==> config.mk <==
export PLATFORM = sky130hd
export DESIGN_NAME = trap_ctrl
export DESIGN_NICKNAME = d
export VERILOG_FILES = /design/src/rtl/trap_ctrl.sv
export SDC_FILE = /design/constraint.sdc
export NUM_CORES = 1
export LEC_CHECK = 0
export CAP_MARGIN = 20
export CORE_ASPECT_RATIO = 1.4
export CORE_MARGIN = 8
export CORE_UTILIZATION = 45
export CTS_CLUSTER_SIZE = 40
export DETAILED_ROUTE_END_ITERATION = 10
export DONT_BUFFER_PORTS = 1
export HOLD_SLACK_MARGIN = 0.1
export SKIP_CTS_REPAIR_TIMING = 1
export SYNTH_ARGS = -nofsm -noshare
export SYNTH_HDL_FRONTEND = slang
export SYNTH_SLANG_ARGS = --single-unit
==> constraint.sdc <==
create_clock -name clk -period 2.6 [get_ports clk]
set_input_delay 0.52 -clock clk [delete_from_list [all_inputs] [get_ports clk]]
set_output_delay 0.52 -clock clk [all_outputs]
set_load 0.03 [all_outputs]
placement_by_type.png
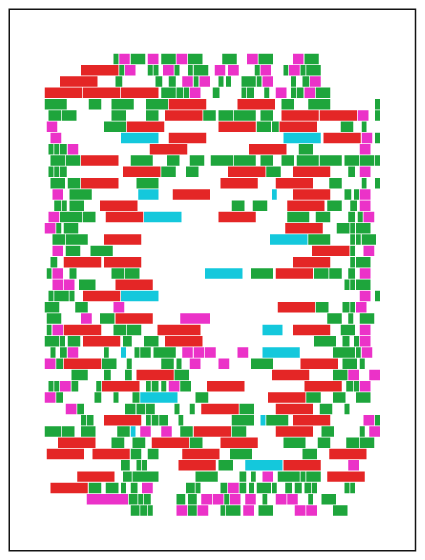
Key: remaining buffers and delay cells = magenta [cells 81, share of their area 13%]; sequential cells = red [cells 72, share of their area 37%]; combinational and other logic = green [cells 283, share of their area 44%]; clock drivers and dummy loads = cyan [cells 15, share of their area 5.5%]
number of placement rows: 41
Final Util: 0.550
core area: 9030 sq um
fraction of area in registers: 0.364

flops_by_reg.png
Bar = 20 um. Other sequential cells in the stronger gray, the rest of the logic in the fainter gray.
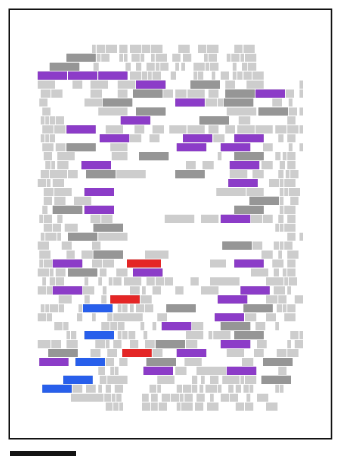
Key: cause_q = blue [flops 5, where south-west]; state_q = red [flops 3]; epc_q = purple [flops 32]
Seq power: 2.03 mW
sequential cell area: 1810 sq um

wires.png
Bar = 20 um.
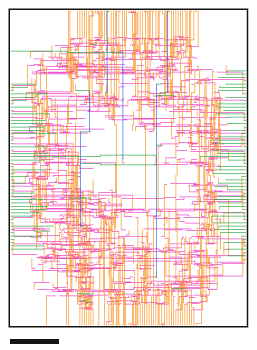
Key: metal 2 = orange [wire length 6100 um]; metal 1 = magenta [wire length 4740 um]; metal 3 = green [wire length 1030 um]; metal 4 = blue [wire length 246 um]
DR vias: 3202
GRT Total Usage: 0.184
final wirelength: 12100 um
drt wl/cell: 21.7 um

metal_density.png
Bar = 20 um. The die is cut into 20 by 26 equal tiles; dark blue is low, red is high, scaled to the fullest tile. Values are wire area over tile area, all layers added.
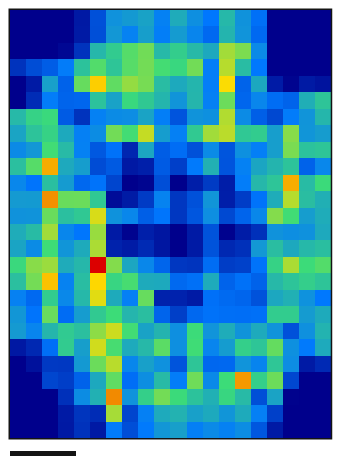
12% of the tiles are nearly empty. The mean over all tiles is 0.16. The densest ninth of the die: west. 14% of the tiles are over half the peak.

congestion.png
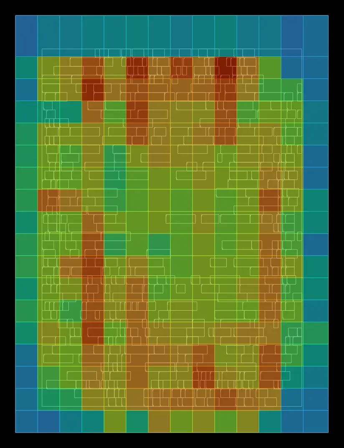
GR Util met1: 0.205
busiest layer in global routing: met2
grt met3 use: 0.0703
grt met2 use: 0.308

==> results.json <==
{
  "netlist_area_sq_um": 4190,
  "syn_to_final_growth_pct": 18.6,
  "p_sw_mw": 2.99,
  "slew_violations": 0,
  "placed_area_sq_um": 4670,
  "yosysSeqAreaShare": 0.430,
  "worstPathArrival_ps": 1850,
  "fin_ws_ps": 226,
  "switching_share": 0.422,
  "finalClockSkew_ps": 4.82,
  "grt_pass1_wl_um": 18400,
  "path_class": "flop to output port",
  "num_antenna_cells": 0,
  "cts_tree": "built",
  "yosysMostFrequentCell": "dfrtp_1",
  "insertion_delay_ps": 330,
  "yosys_warnings": 0,
  "drt_first_pass_iters": 4,
  "status": "complete, no violations",
  "fin_crit_ps": 2370,
  "fp_util": 0.464,
  "route.detailed.drc": 0,
  "worst_pin_slew_ps": 773,
  "p_clk_frac": 0.156,
  "io_pins": 219,
  "nets": 587,
  "edf_count": 0,
  "drt-initial-drc-count": 111,
  "fa_ha_area_frac": 0,
  "hpwl_um": 8870,
  "mux_area_frac": 0.263,
  "place_ws_ps": 312,
  "grt_pass1_vias": 3387,
  "antenna_found_initial": 0,
  "wl_met1_um": 4740,
  "worstSetupEndpointType": "output port",
  "dr_wl_met3_um": 1030,
  "fillers": 817,
  "chipWidth_um": 97.5,
  "netlist.area_leader.share": 0.430,
  "p_leak_nw": 2.38,
  "min_path_type": "input port to async pin",
  "relSlewSlack": 0.485,
  "topRoutingLayerUsed": "met4",
  "peakVddDrop_mv": 0.692,
  "final-setup-viol-count": 0,
  "hold_slack_ps": 73.6,
  "p_clk_mw": 1.11,
  "place_congestion": 0.752,
  "fmax_mhz": 421,
  "final_cells": 558,
  "ys.flops": 72,
  "yosys.area.top_type": "dfrtp_1",
  "critPathMaxFanout": 12,
  "intPower_mw": 4.11,
  "yosysChipArea_sq_um": 4190,
  "top_power_group": "combinational cells",
  "crit_required_ps": 2080,
  "power.density_nw_per_um2": 1430,
  "xor_area_frac": 0,
  "p_comb_mw": 3.96,
  "drive_gt1_frac": 0.290,
  "setup_tns_ps": 0,
  "ant_nets": 0,
  "async_flop_share": 1.00,
  "fin_area_sq_um": 4970,
  "rrSetupSlack_ps": 450,
  "slowest_stage": "dfrtp_1",
  "rsz0062_at_grt": "false",
  "combPwrFrac": 0.557,
  "critical-path-top-delay-family": "simple AND/OR/NAND/NOR gates",
  "chipArea_sq_um": 12700,
  "warnings": 26,
  "cp_num_buf_inv": 0,
  "portBuffers": 0,
  "ctsLongestPathBuffers": 2,
  "routed_via_density": 5.74,
  "hold_violations": 0,
  "fin_crit_sh": 0.913,
  "simple_gate_share": 0.0918,
  "root_buffer": "clkbuf_16",
  "ys_top_logic_family": "multiplexers",
  "ys.flop_type": "dfrtp_1",
  "area_leaders": "dfrtp_1, mux2i_1, mux2_4",
  "cp_cell_sequence": "nor3_2, and3_1, o31a_4, or2_2",
  "ys_types": 35,
  "cap_violations": 0,
  "ff2ff_path_depth": 5,
  "grt_max_degree": 74,
  "max_stage_delay_ps": 460,
  "top_cells_by_count": "dfrtp_1, mux2i_1, nor2_1, o21ai_0, nand2_1",
  "dieHeight_um": 130,
  "start_kind": "flop",
  "placed_cells": 542,
  "cts_made_buffers": 9,
  "grt.overflow.total": 0,
  "aoi_share": 0.140,
  "ys_cells": 388,
  "cts.htree.levels": 3,
  "avgSynthCellArea_sq_um": 10.8,
  "clock_sinks": 72,
  "clkTransAtPathRegs_ps": 50,
  "seqPwrFrac": 0.286,
  "design_power_total_mw": 7.10,
  "syn_inst": 388,
  "cp.depth": 4,
  "wl_met2_um": 6100
}
==> cell type report <==
type | instances | area, sq um | area share
tap | 107 | 134 | 0.0270
timing repair buffer | 81 | 641 | 0.129
clock buffer | 15 | 268 | 0.0539
sequential | 72 | 1810 | 0.364
multi-input combinational | 280 | 2110 | 0.424
inverter | 3 | 11.3 | 0.00227
==> layout by cell type, fill, tap and decap left out, types with 2 or more instances in the layout <==
cell	instances
mux2i_1	63
mux2_2	3
buf_4	79
mux2_4	29
clkbuf_8	2
and2b_1	2
conb_1	8
a21oi_1	8
dfrtp_1	71
clkbuf_16	9
a22o_1	32
a2bb2oi_1	2
o22a_1	2
nor2_1	44
clkbuf_1	4
nor2b_1	2
a31oi_1	2
o21ai_0	34
and3_1	3
nand2_1	33
inv_1	3
o22ai_1	2
Power and IR drop assume default switching activity.
